==> src/rtl/uart8.sv <==
// 8N1 UART: free-running baud divider for TX, 16x oversampling receiver with
// a 2-flop input synchronizer. Both directions are independent FSMs.
module uart8 #(
  parameter int CLOCK_RATE = 12000000,
  parameter int BAUD_RATE  = 9600
) (
  input  logic       clk,
  input  logic       reset,
  input  logic       rxEn,
  input  logic       rx,
  output logic       rxBusy,
  output logic       rxDone,
  output logic       rxErr,
  output logic [7:0] out,
  input  logic       txEn,
  input  logic       txStart,
  input  logic [7:0] in,
  output logic       txBusy,
  output logic       txDone,
  output logic       tx
);
  localparam int BAUD_DIV = CLOCK_RATE / BAUD_RATE;
  localparam int OS_DIV   = CLOCK_RATE / (16 * BAUD_RATE);
  localparam int BW       = $clog2(BAUD_DIV + 1);
  localparam int OW       = $clog2(OS_DIV + 1);

  typedef enum logic [1:0] {IDLE, START, DATA, STOP} state_t;

  logic [BW-1:0] baudCnt;
  logic [OW-1:0] osCnt;
  logic          baudTick, osTick;

  assign baudTick = (baudCnt == BW'(BAUD_DIV - 1));
  assign osTick   = (osCnt == OW'(OS_DIV - 1));

  always_ff @(posedge clk or posedge reset) begin
    if (reset) begin
      baudCnt <= '0;
      osCnt   <= '0;
    end else begin
      baudCnt <= baudTick ? '0 : baudCnt + 1'b1;
      osCnt   <= osTick ? '0 : osCnt + 1'b1;
    end
  end

  // ---------------- transmitter ----------------
  state_t     txState, txStateN;
  logic [7:0] txShift, txShiftN;
  logic [2:0] txBit, txBitN;
  logic       txN, txBusyN, txDoneN;

  always_ff @(posedge clk or posedge reset) begin
    if (reset) begin
      txState <= IDLE;
      txShift <= '0;
      txBit   <= '0;
      tx      <= 1'b1;
      txBusy  <= 1'b0;
      txDone  <= 1'b0;
    end else begin
      txState <= txStateN;
      txShift <= txShiftN;
      txBit   <= txBitN;
      tx      <= txN;
      txBusy  <= txBusyN;
      txDone  <= txDoneN;
    end
  end

  always_comb begin
    txStateN = txState;
    txShiftN = txShift;
    txBitN   = txBit;
    txN      = tx;
    txBusyN  = txBusy;
    txDoneN  = txDone;
    if (!txEn) begin
      txStateN = IDLE;
      txN      = 1'b1;
      txBusyN  = 1'b0;
      if (txState != IDLE) txDoneN = 1'b0;
    end else if (baudTick) begin
      case (txState)
        IDLE: if (txStart) begin
          txShiftN = in;
          txN      = 1'b0;
          txBusyN  = 1'b1;
          txDoneN  = 1'b0;
          txStateN = START;
        end
        START: begin
          txN      = txShift[0];
          txShiftN = {1'b0, txShift[7:1]};
          txBitN   = '0;
          txStateN = DATA;
        end
        DATA: if (txBit == 3'd7) begin
          txN      = 1'b1;
          txStateN = STOP;
        end else begin
          txN      = txShift[0];
          txShiftN = {1'b0, txShift[7:1]};
          txBitN   = txBit + 3'd1;
        end
        STOP: if (txStart) begin
          // back-to-back: next start bit follows the single stop bit directly
          txShiftN = in;
          txN      = 1'b0;
          txDoneN  = 1'b0;
          txStateN = START;
        end else begin
          txBusyN  = 1'b0;
          txDoneN  = 1'b1;
          txStateN = IDLE;
        end
        default: txStateN = IDLE;
      endcase
    end
  end

  // ---------------- receiver ----------------
  logic       rxMeta, rxSync;
  state_t     rxState, rxStateN;
  logic [3:0] rxCnt, rxCntN;
  logic [2:0] rxBit, rxBitN;
  logic [7:0] rxShift, rxShiftN, outN;
  logic       rxBusyN, rxDoneN, rxErrN;

  always_ff @(posedge clk or posedge reset) begin
    if (reset) begin
      rxMeta  <= 1'b1;
      rxSync  <= 1'b1;
      rxState <= IDLE;
      rxCnt   <= '0;
      rxBit   <= '0;
      rxShift <= '0;
      out     <= '0;
      rxBusy  <= 1'b0;
      rxDone  <= 1'b0;
      rxErr   <= 1'b0;
    end else begin
      rxMeta  <= rx;
      rxSync  <= rxMeta;
      rxState <= rxStateN;
      rxCnt   <= rxCntN;
      rxBit   <= rxBitN;
      rxShift <= rxShiftN;
      out     <= outN;
      rxBusy  <= rxBusyN;
      rxDone  <= rxDoneN;
      rxErr   <= rxErrN;
    end
  end

  always_comb begin
    rxStateN = rxState;
    rxCntN   = rxCnt;
    rxBitN   = rxBit;
    rxShiftN = rxShift;
    outN     = out;
    rxBusyN  = rxBusy;
    rxDoneN  = rxDone;
    rxErrN   = rxErr;
    if (!rxEn) begin
      rxStateN = IDLE;
      rxBusyN  = 1'b0;
    end else if (osTick) begin
      case (rxState)
        IDLE: if (!rxSync) begin
          rxStateN = START;
          rxCntN   = '0;
          rxBusyN  = 1'b1;
          rxDoneN  = 1'b0;
          rxErrN   = 1'b0;
        end
        START: if (rxCnt == 4'd7) begin
          rxCntN = '0;
          if (rxSync) begin
            rxErrN   = 1'b1;
            rxBusyN  = 1'b0;
            rxStateN = IDLE;
          end else begin
            rxBitN   = '0;
            rxStateN = DATA;
          end
        end else rxCntN = rxCnt + 4'd1;
        DATA: if (rxCnt == 4'd15) begin
          rxCntN   = '0;
          rxShiftN = {rxSync, rxShift[7:1]};
          if (rxBit == 3'd7) rxStateN = STOP;
          else               rxBitN   = rxBit + 3'd1;
        end else rxCntN = rxCnt + 4'd1;
        STOP: if (rxCnt == 4'd15) begin
          rxCntN   = '0;
          rxBusyN  = 1'b0;
          rxStateN = IDLE;
          if (rxSync) begin
            outN    = rxShift;
            rxDoneN = 1'b1;
            rxErrN  = 1'b0;
          end else begin
            rxDoneN = 1'b0;
            rxErrN  = 1'b1;
          end
        end else rxCntN = rxCnt + 4'd1;
        default: rxStateN = IDLE;
      endcase
    end
  end
endmodule

==> config.mk <==
export PLATFORM = sky130hd
export DESIGN_NAME = uart8
export DESIGN_NICKNAME = d
export VERILOG_FILES = /design/src/rtl/uart8.sv
export SDC_FILE = /design/constraint.sdc
export NUM_CORES = 1
export LEC_CHECK = 0
export CAP_MARGIN = 15
export CORE_MARGIN = 2
export CORE_UTILIZATION = 57
export DETAILED_ROUTE_END_ITERATION = 6
export GPL_TIMING_DRIVEN = 0
export PLACE_DENSITY = 0.84
export SETUP_SLACK_MARGIN = 0.3
export SKIP_CTS_REPAIR_TIMING = 1
export SYNTH_ARGS = -nofsm -noshare
export SYNTH_HDL_FRONTEND = slang
export SYNTH_SLANG_ARGS = --single-unit
==> constraint.sdc <==
create_clock -name clk -period 2.2 [get_ports clk]
set_input_delay 0.33 -clock clk [delete_from_list [all_inputs] [get_ports clk]]
set_output_delay 0.33 -clock clk [all_outputs]
set_load 0.02 [all_outputs]
### M1 wires, run 1

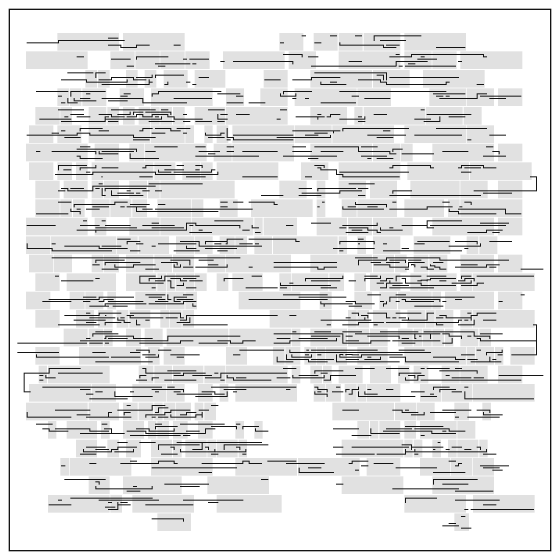
The longest straight run is 27.6 µm. The wires run mostly horizontal. The layer holds 45% of the routed length. 334 nets have wire on it.

### M2 wires, run 1

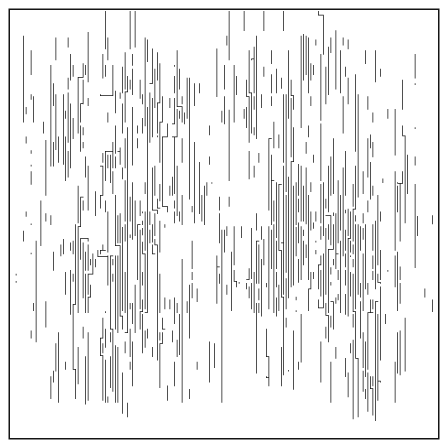
The layer holds 49% of the routed length. 329 nets have wire on it. The longest straight run is 38.1 µm.

### Metal 4, run 1

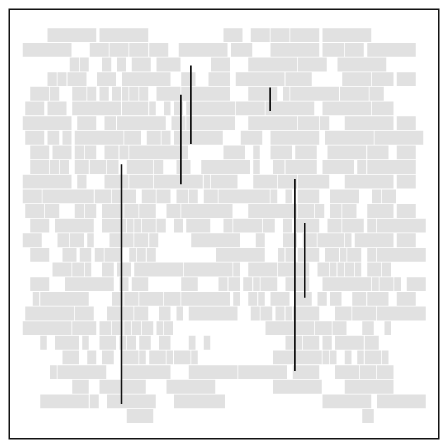
The wires run mostly vertical. 4 nets have wire on it. The layer carries 128 µm of wire.

### Cell density map, run 1

Scale bar: 20 µm. 8 x 8 tiles, from dark blue (low) to red (high), 0 to 100% covered.
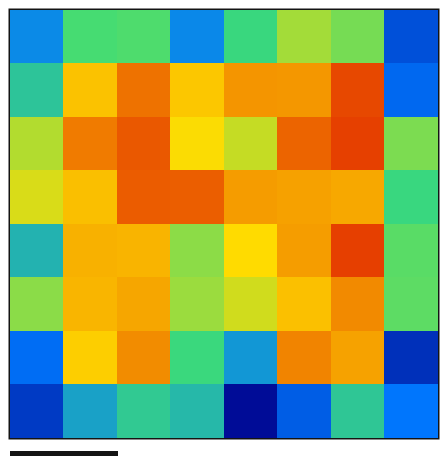
The mean over all tiles is 62%. The fullest tile reaches 93%. 45% of the tiles are over 75% full.

[run 1: state kept, by name (all words and copies together), names as in the netlist, 2 cells and up]
signal	count
baudCnt	11
txShift	8
osCnt	7
rxState	2
rxBit	3
txState	2
rxShift	8
rxCnt	4
txBit	3
out	8
[run 1: synth_stat cells, types with 2 or more instances]
library cell,n
dfrtp_1,61
o21ai_0,26
nor2_1,23
mux2_2,18
ha_1,15
nand3_1,13
inv_1,12
nand2_1,12
mux2i_1,9
xor2_1,9
a21oi_1,6
o31ai_1,6
xnor2_1,6
a21o_1,5
nand2b_1,5
nand4_1,5
a211oi_1,4
and3_1,4
clkbuf_1,4
buf_2,3
dfstp_2,3
nor2b_1,3
nor3_1,3
a41oi_1,2
and2_1,2
and2_2,2
and4bb_2,2
nor3_4,2
nor4_1,2
o22ai_1,2
or2b_2,2
or3_1,2
==> flow_summary.yaml, run 1 <==
# generated from flow reports
grt:
  gr-usage-met2_pct: 34.5
  grt_pass1_vias: 2323
  grt_max_degree: 39
  grt_pass1_wl_um: 10500
  grt_antenna_before_repair: 0
  grt_use_total_pct: 21.7
  top_usage_layer: "met2"
  globalRouteMet1Util_pct: 28.8
  met3_usage_pct: 3.73
route:
  totalWireLength_um: 6490
  met1_length_um: 2940
  wl_met2_um: 3180
  vias: 2415
  viasPerCell: 5.74
  met3_length_um: 241
  drcViolationCount: 0
  drt_pass1_iterations: 4
  drt_iter0_drc: 179
  highest_layer: "met4"
  wl_per_cell_um: 15.4
  ant_nets: 0
die:
  core_mm2: 0.00551
  io_pins: 28
  num_rows: 27
  die-area_mm2: 0.00632
  die_h_um: 79.5
  die_w_um: 79.5
  fp_util_pct: 59.0
  nWellTaps: 72
setup_path:
  crit_chain: "ha_1 > ha_1 > or3_4 > a21oi_4 > mux2_2"
  path_class: "reg2reg"
  crit_buf_inv: 0
  cp_slowest_stage_delay_ps: 400
  worst_path_most_repeated_cell: "ha_1"
  crit_family: "adder cells"
  arrival_ps: 2100
  crit_path_end_kind: "register"
  rr_startpoint: "rxBit[0]$_DFFE_PP0P_"
  cpMaxStageDelayCell: "dfrtp_1"
  r2r-end: "rxBit[1]$_DFFE_PP0P_"
  reg2reg_depth: 5
  startpoint: "rxBit[0]$_DFFE_PP0P_"
  required_ps: 2430
  crit_cells: 5
  ff2ff_setup_slack_ps: 330
  worstPathMaxFanout: 3
  cp-endpoint: "rxBit[1]$_DFFE_PP0P_"
  start_kind: "register"
synth:
  edf_count: 0
  mux_share_pct: 9.36
  ys_seq_share_pct: 49.4
  synthXorXnorAreaFrac_pct: 4.05
  synth_chip_area_mm2: 0.00325
  ys.flops: 64
  avgSynthCellArea_um2: 11.0
  largest_area_cell: "dfrtp_1"
  syn_inst: 294
  synth_warnings: 0
  compound_area_share_pct: 12.1
  logic_family: "simple AND/OR/NAND/NOR gates"
  synthFlopType: "dfrtp_1"
  top_cells_by_area: "dfrtp_1 (47%), mux2_2 (6.2%), ha_1 (5.8%)"
  ys_async_sr_fraction_pct: 100
  simple_gate_share_pct: 16.5
  ys_cells: 294
  top_area_share_pct: 47.0
  ys_types: 53
  fp_nets: 323
  synth_area_mm2: 0.00325
  synthAdderAreaFrac_pct: 5.78
status:
  outcome: "complete, no violations"
power:
  powerSeq_mw: 1.19
  pwr-share-clk_pct: 43.3
  p_sw_share_pct: 23.1
  cellPowerDensity_mw_per_mm2: 569
  internal_power_mw: 1.75
  p_seq_share_pct: 52.4
  comb_power_share_pct: 4.3
  power.total_mw: 2.27
  ir_drop_uv: 398
  power.leakage_nw: 1.76
  power.group.top: "sequential cells"
  comb_power_mw: 0.0982
  p_switching_mw: 0.525
  p_clk_mw: 0.983
placement:
  placed_area_mm2: 0.00363
  hpwl_um: 4310
  dp.cells: 394
  dp_slack_ps: 14.2
  gp_congestion: 0.798
  port_buffers: 27
timing:
  hold_viol: 0
  post-route-min-period_ps: 1870
  rsz0062_at_grt: "yes"
  holdWs_ps: 355
  slew_viol_final: 0
  relSlewSlack_pct: 58.5
  tns_ps: 0
  setup_ws_ps: 332
  clock.fmax_ghz: 0.535
  fin_worst_skew_ps: 6.80
  worst_slew_pin_slew_ps: 621
  setup_viol: 0
  post-route-period-util_pct: 84.9
cts:
  clockRootBuffer: "clkbuf_8"
  cts_inserted_buffers: 9
  cts_tree: "done"
  clkTransAtPathRegs_ps: 70
  insertion_delay_ps: 350
  htreeDepth: 3
  clock_path_buffers: 2
  clock_sinks: 64
min_path:
  hold_path_end: "rxSync$_DFF_PP1_"
  hold_path.class: "reg2reg"
  worstHoldStart: "rxMeta$_DFF_PP1_"
  holdPathStages: 0
layout:
  seq-cell-share_pct: 40.2
  comb_cells: 210
  instances_no_fill: 421
  final_common_cell: "dfrtp_1"
  finalNetCount: 373
  synthToLayoutAreaGrowth_pct: 23.0
  n_antenna_cell: 0
  mi_logic_area_mm2: 0.00161
  final_util_pct: 72.5
  non_clock_inverter_count: 12
  ff_latch_area_mm2: 0.00161
  stdcell_area_mm2: 0.00399
  clock_area_share_pct: 4.70
  fill_cells: 389
  buf_share_pct: 11.4
  drive_above_1_share_pct: 22.9
  design.seq.count: 64
  buffers_excl_clock: 47
  largest_class: "registers"
  comb_share_pct: 40.2
  final_cell_mix: "dfrtp_1 (60), clkdlybuf4s50_1 (27), nor2_1 (22), o21ai_0 (19)"
job:
  tool_warnings: 34
  drv_cap: 0
### Routing congestion map, run 1

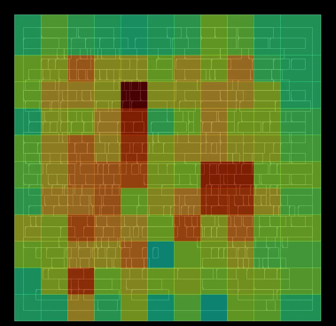

--- run 2 (diff from run 1) ---
- CORE_UTILIZATION: 57 -> 52
- PLACE_DENSITY: 0.84 -> 0.81
- clock period: 2.2 -> 1.7 ns (I/O delays scaled with it)
### Routing congestion map, run 2

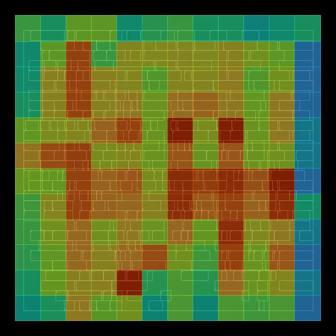
post-layout util: 78.6%
drt wl/cell: 17.9 µm
busiest grt layer: met2

==> run 2 against run 1 <==
Effect of this change: the flow now finishes with violations (setup timing); design area rose by 18%; maximum frequency fell by 1.7%; via count up 5.3%; critical path type unchanged.
==> flow_summary.yaml, run 2 <==
# generated from flow reports
setup_path:
  crit_family: "simple AND/OR/NAND/NOR gates"
  cp_slowest_stage_delay_ps: 410
  r2r-end: "rxShift[4]$_DFFE_PP0P_"
  cpMaxStageDelayCell: "dfrtp_1"
  rr_startpoint: "osCnt[1]$_DFF_PP0_"
  ff2ff_setup_slack_ps: -200
  crit_buf_inv: 2
  start_kind: "register"
  path_class: "reg2reg"
  crit_cells: 7
  reg2reg_depth: 7
  startpoint: "osCnt[1]$_DFF_PP0_"
  crit_path_end_kind: "register"
  worstPathMaxFanout: 6
  arrival_ps: 2130
  crit_chain: "inv_1 > ha_2 > and4bb_4 > nand2_4 > nor3_4 > buf_12 > mux2_4"
cts:
  clock_sinks: 64
  htreeDepth: 3
  cts_inserted_buffers: 9
  clockRootBuffer: "clkbuf_8"
  clkTransAtPathRegs_ps: 70
synth:
  synthAdderAreaFrac_pct: 5.78
  largest_area_cell: "dfrtp_1"
  fp_nets: 323
  synth_chip_area_mm2: 0.00325
  avgSynthCellArea_um2: 11.0
  synthFlopType: "dfrtp_1"
  synthXorXnorAreaFrac_pct: 4.05
  top_cells_by_area: "dfrtp_1 (47%), mux2_2 (6.2%), ha_1 (5.8%)"
  yosys-top-cells-count: "dfrtp_1 (61), o21ai_0 (26), nor2_1 (23)"
  synth_warnings: 0
  edf_count: 0
  ys_cells: 294
  logic_family: "simple AND/OR/NAND/NOR gates"
  top_area_share_pct: 47.0
  mux_share_pct: 9.36
  ys_seq_share_pct: 49.4
  ys_async_sr_fraction_pct: 100
  compound_area_share_pct: 12.1
  ys.flops: 64
  ys_types: 53
route:
  highest_layer: "met4"
  totalWireLength_um: 7930
  vias: 2544
  met3_length_um: 314
  ant_nets: 0
  drcViolationCount: 0
  wl_met2_um: 4100
  drt_iter0_drc: 117
  met1_length_um: 3390
  viasPerCell: 5.76
timing:
  relSlewSlack_pct: 61.0
  tns_ps: -3670
  hold_viol: 0
  post-route-min-period_ps: 1900
  worst_slew_pin_slew_ps: 584
  slew_viol_final: 0
  rsz0062_at_grt: "yes"
  setup_ws_ps: -200
  setup_viol: 36
layout:
  n_antenna_cell: 0
  instances_no_fill: 442
  final_cell_mix: "dfrtp_1 (56), buf_4 (24), mux2_4 (17), nor2_1 (14)"
  largest_reg_flops: 11
  synthToLayoutAreaGrowth_pct: 45.0
  finalNetCount: 391
  stdcell_area_mm2: 0.00471
  regMostFlops: "baudCnt"
  final_common_cell: "dfrtp_1"
  drive_above_1_share_pct: 42.5
power:
  cellPowerDensity_mw_per_mm2: 696
  power.leakage_nw: 2.19
  ir_drop_uv: 953
  power.total_mw: 3.28
grt:
  grt_antenna_before_repair: 0
  met3_usage_pct: 5.57
  grt_max_degree: 41
  grt_use_total_pct: 18.3
  grt_pass1_vias: 2269
  gr-usage-met2_pct: 30.3
  grt_pass1_wl_um: 10200
  globalRouteMet1Util_pct: 22.7
die:
  die_h_um: 83.0
  io_pins: 28
job:
  drv_cap: 0
  tool_warnings: 35
placement:
  dp_slack_ps: -388
  hpwl_um: 4260
  port_buffers: 27
  dp.cells: 397
  gp_congestion: 0.785
status:
  outcome: "finished with violations"
  violations: "setup timing"
min_path:
  hold_path.class: "in2async"
### M1 wires, run 2

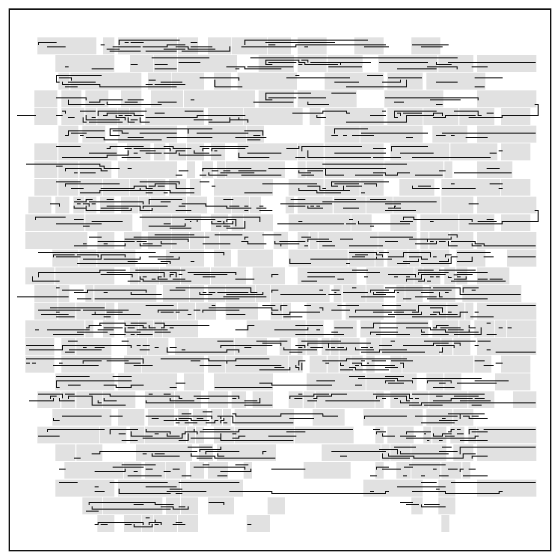
The longest straight run is 31.7 µm. The layer holds 43% of the routed length. The layer carries 3390 µm of wire. 349 nets have wire on it. The wires run mostly horizontal.

==> run 2: cell counts after synthesis <==
No cell type changed its count.
==> run 2: power breakdown <==
part	switching [mW]	internal [mW]
registers	0.00980	1.53
clock network	0.624	0.975
logic	0.0758	0.0613
==> run 2: area by class of cell <==
| class | count | area [µm²] |
|---|---|---|
| clock inverter | 7 | 119 |
| buffer | 8 | 109 |
| clock buffer | 9 | 124 |
| sequential | 64 | 1610 |
| inverter | 12 | 53.8 |
| multi-input combinational | 210 | 2020 |
| tap | 75 | 93.8 |
| fill | 348 | 1280 |
| timing repair buffer | 57 | 576 |
==> run 2: kinds of logic after synthesis <==
group,count (synthesis)
AND-OR/OR-AND,61
XOR/XNOR,15
adder cells (fa/ha/maj),15
buffers and inverters,20
flip-flops,64
multiplexers,28
AND/OR/NAND/NOR,91
Power figures rest on the tool's default switching activity, not on a simulated workload.
